### The metal 1 layer

Bar = 20 µm. Supply wires on this layer in gray.
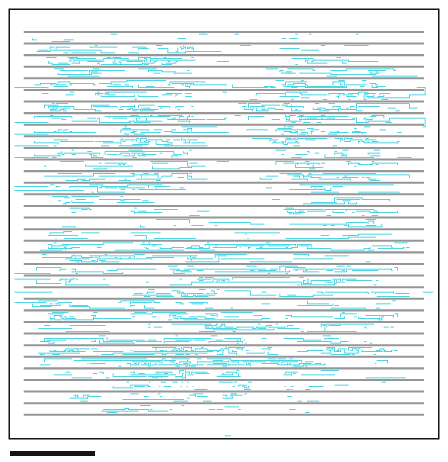
### Signal wires on met2

Cells faint in the background.
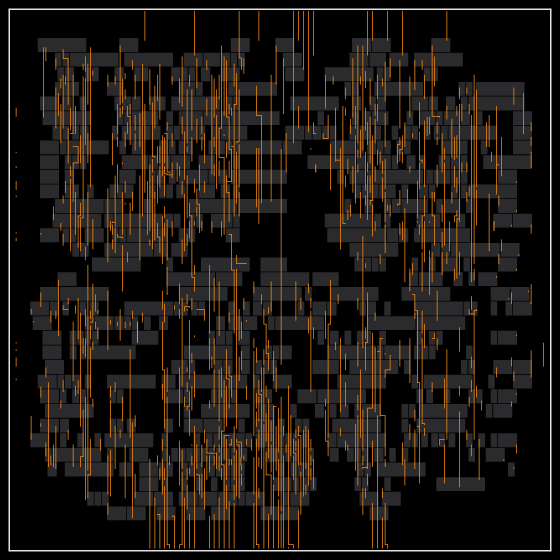
### The metal 3 layer

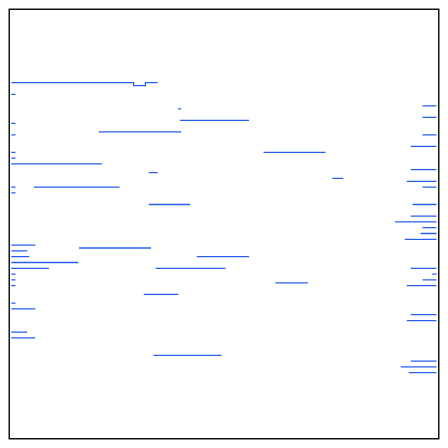
### Routing congestion map

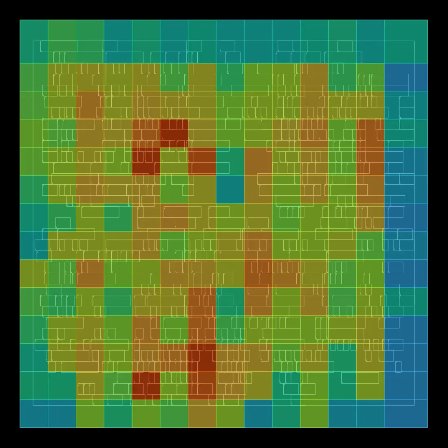
### Wire density map

The die is cut into 20 by 20 equal tiles; dark blue is low, red is high, scaled to the fullest tile. Values are wire area over tile area, all layers added.
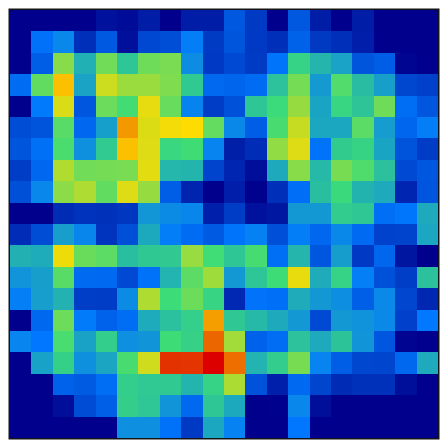
Design ctrl_pipeline, sky130hd; sources not shown.
==> Flow_metrics.wiki <==
== Flow metrics ==
{| class="wikitable"
! Metric !! Value
|-
| Synth cell count leaders || sky130_fd_sc_hd__nand2_1 (207), sky130_fd_sc_hd__dfrtp_1 (64), sky130_fd_sc_hd__nand3_1 (61)
|-
| Clock-net power || 517 µW
|-
| Sum of negative setup slack || 0 ns
|-
| Yosys stat area || 3560 µm²
|-
| Post-synthesis cell type with the largest instance count || sky130_fd_sc_hd__nand2_1
|-
| Part of the total power dissipated in sequential elements || 47.9%
|-
| Max power group || sequential cells
|-
| Comb pwr || 285 µW
|-
| Cell count listed in synth_stat.txt || 494
|-
| Top cells by area || sky130_fd_sc_hd__dfrtp_1 (45%), sky130_fd_sc_hd__nand2_1 (22%), sky130_fd_sc_hd__nand3_1 (8.6%), sky130_fd_sc_hd__inv_1 (6.0%), sky130_fd_sc_hd__xor2_1 (3.2%)
|-
| Cell Int Power || 1.11 mW
|-
| # Max-Cap Violations || 1
|-
| Sequential logic power || 737 µW
|-
| Part of the Yosys area used for sequential elements || 45.0%
|-
| Internal reg-to-reg setup slack || 2.11 ns
|-
| Half-perimeter wire length of the detailed placement result || 6200 µm
|-
| Buffers from clock root to sink, at most || 2
|-
| Initial cell density of the core || 42.3%
|-
| Worst setup slack after placement || 0.475 ns
|-
| Sum of buffers and inverters on the critical path || 3
|-
| Net count after synthesis || 526
|-
| Max VDD drop || 195 µV
|-
| Crit path DRT || 3.17 ns
|-
| Startpoint Class || primary input
|-
| CORE AREA || 8420 µm²
|-
| Netlist area before placement || 3560 µm²
|-
| Share of the synthesized area in the top cell type || 45.0%
|-
| Fillers || 843
|-
| Number of DRC markers after the initial detailed-route iteration || 111
|-
| Root Driver || sky130_fd_sc_hd__clkbuf_8
|-
| Outcome || complete, but fails checks
|-
| Number of flip-flops and latches in the synthesized netlist || 64
|-
| Antenna violations before repair || 0
|-
| Path class of the lowest-slack min-delay path || flip-flop to flip-flop
|-
| Worst hold stages || 2
|-
| PortBufs || 86
|-
| Width of the die || 100 µm
|-
| Crit path depth || 10
|-
| Via count normalized by instance count || 4.76
|-
| Failing checks || max-capacitance violations, max-slew violations
|-
| Post-synthesis cell type count || 23
|-
| Number of hold violations in the final report || 0
|-
| Final setup margin || 0.473 ns
|-
| Number of hold buffers added after cts || 0
|-
| Area Growth Syn to Fin || 32.1%
|-
| Most frequently used flop master after synthesis || sky130_fd_sc_hd__dfrtp_1
|-
| Final period demand of the worst path || 3.83 ns
|-
| Setup-violating endpoint count in the final report || 0
|-
| Slew Viols, Final || 47
|-
| Transition time of the tightest slew-check pin || 2.50 ns
|-
| Post-route DRC violation count || 0
|-
| Switching share of power || 27.6%
|-
| Number of CTS-inserted buffers || 9
|-
| Vertical die dimension || 100 µm
|-
| Number of iterations in the first detailed-routing pass || 4
|-
| Total congestion overflow || 0
|-
| Ratio of total power to cell area || 328 nW/µm²
|-
| Io pins || 87
|-
| Standard-cell row count || 33
|-
| Count of yosys warnings during synthesis || 0
|-
| Routability congestion estimate from global placement || 0.844
|-
| Number of gates given a new drive strength after cts || 0
|-
| Mean post-synth cell area || 7.21 µm²
|-
| Vias in the first global route || 3017
|-
| Crit Path Category || primary input to output pin
|-
| Clock tree from TritonCTS || done
|-
| Clock sink count || 64
|-
| Fraction of final layout cells with drive strength greater than 1 || 5.29%
|-
| WP data arrival || 2.70 ns
|}
Notes on 'The metal 1 layer' above:
- wire length on this layer: 3960 µm
- main direction: horizontal
- nets with wire on the layer: 550
- share of all routed wire: 47%
wirelength, routed: 8440 µm
met1 Resource Use GR: 23.6%
via count: 3286

Notes on 'Signal wires on met2' above:
- wire length on this layer: 4060 µm
- share of all routed wire: 48%
- nets with wire on the layer: 482
- longest straight run: 39.9 µm
- main direction: vertical
met2 track demand over resource: 27.5%

Notes on 'The metal 3 layer' above:
- main direction: horizontal
- nets with wire on the layer: 50
- longest straight run: 28.5 µm
- wire length on this layer: 386 µm
- share of all routed wire: 4.6%
GR Layer Usage met3: 5.21%

Notes on 'Routing congestion map' above:
post-DR wirelength/cell: 12.2 µm
busiest layer in global routing: met2
overall track demand over capacity in global routing: 17.9%

Notes on 'Wire density map' above:
- mean over tiles: 0.13
- emptiest ninth of the die: south-east
- nearly empty tiles: 13%
- densest ninth of the die: south

## metal layers
| layer | track usage [%] | up-vias | wire length (µm) |
|---|---|---|---|
| met5 | - | - | 0 |
| met3 | 5.21 | 7 | 385 |
| met2 | 27.5 | 66 | 4060 |
| met1 | 23.6 | 1523 | 3960 |
| li1 | - | 1690 | - |
| met4 | 3.73 | 0 | 34 |
## through the flow
stage / power, mW / std cells / hold slack, ns / area, µm² / util (%)
final: 1.54 / 691 / 0.428 / 4700 / 55.8
after global placement: 1.03 / 675 / 0.408 / 4510 / 53.5
after global routing: 1.64 / 691 / 0.460 / 4700 / 55.8
after CTS: 1.57 / 691 / 0.431 / 4710 / 55.9
after detailed placement: 1.04 / 675 / 0.414 / 4510 / 53.5
after floorplan: 0.871 / 494 / 0.392 / 3560 / -
## cells in the final DEF (no fill, tap or decap), drive strengths merged, types with 2 or more instances in the layout
cell type      count
buf                5
clkbuf            15
clkdlybuf4s50     85
clkinv             2
dfrtp             64
ha                 2
inv               57
nand2            213
nand3             62
nand4              4
nor2              32
nor3               4
o21ai             13
xnor2             12
xor2              13
## cell type report
class / count / area, µm² / area share [%]
Clock buffer: 13 / 159 / 3.38
Clock inverter: 3 / 40.0 / 0.852
Inverter: 57 / 214 / 4.55
Multi-Input combinational cell: 357 / 1660 / 35.3
Sequential cell: 64 / 1600 / 34.1
Tap cell: 105 / 131 / 2.79
Timing Repair Buffer: 92 / 896 / 19.1
## cell families (layout without fill, tap and decap cells)
family          after synthesis  in the layout  synth area share [%]
simple gates                316            316                  37.8
compound gates               14             14                  1.97
buf+inv                      73            165                  8.40
xor+xnor                     25             25                  6.15
fa+ha+maj                     2              2                 0.703
flops                        64             64                  45.0
No activity file was given, so power comes from the tool's default toggle rates.
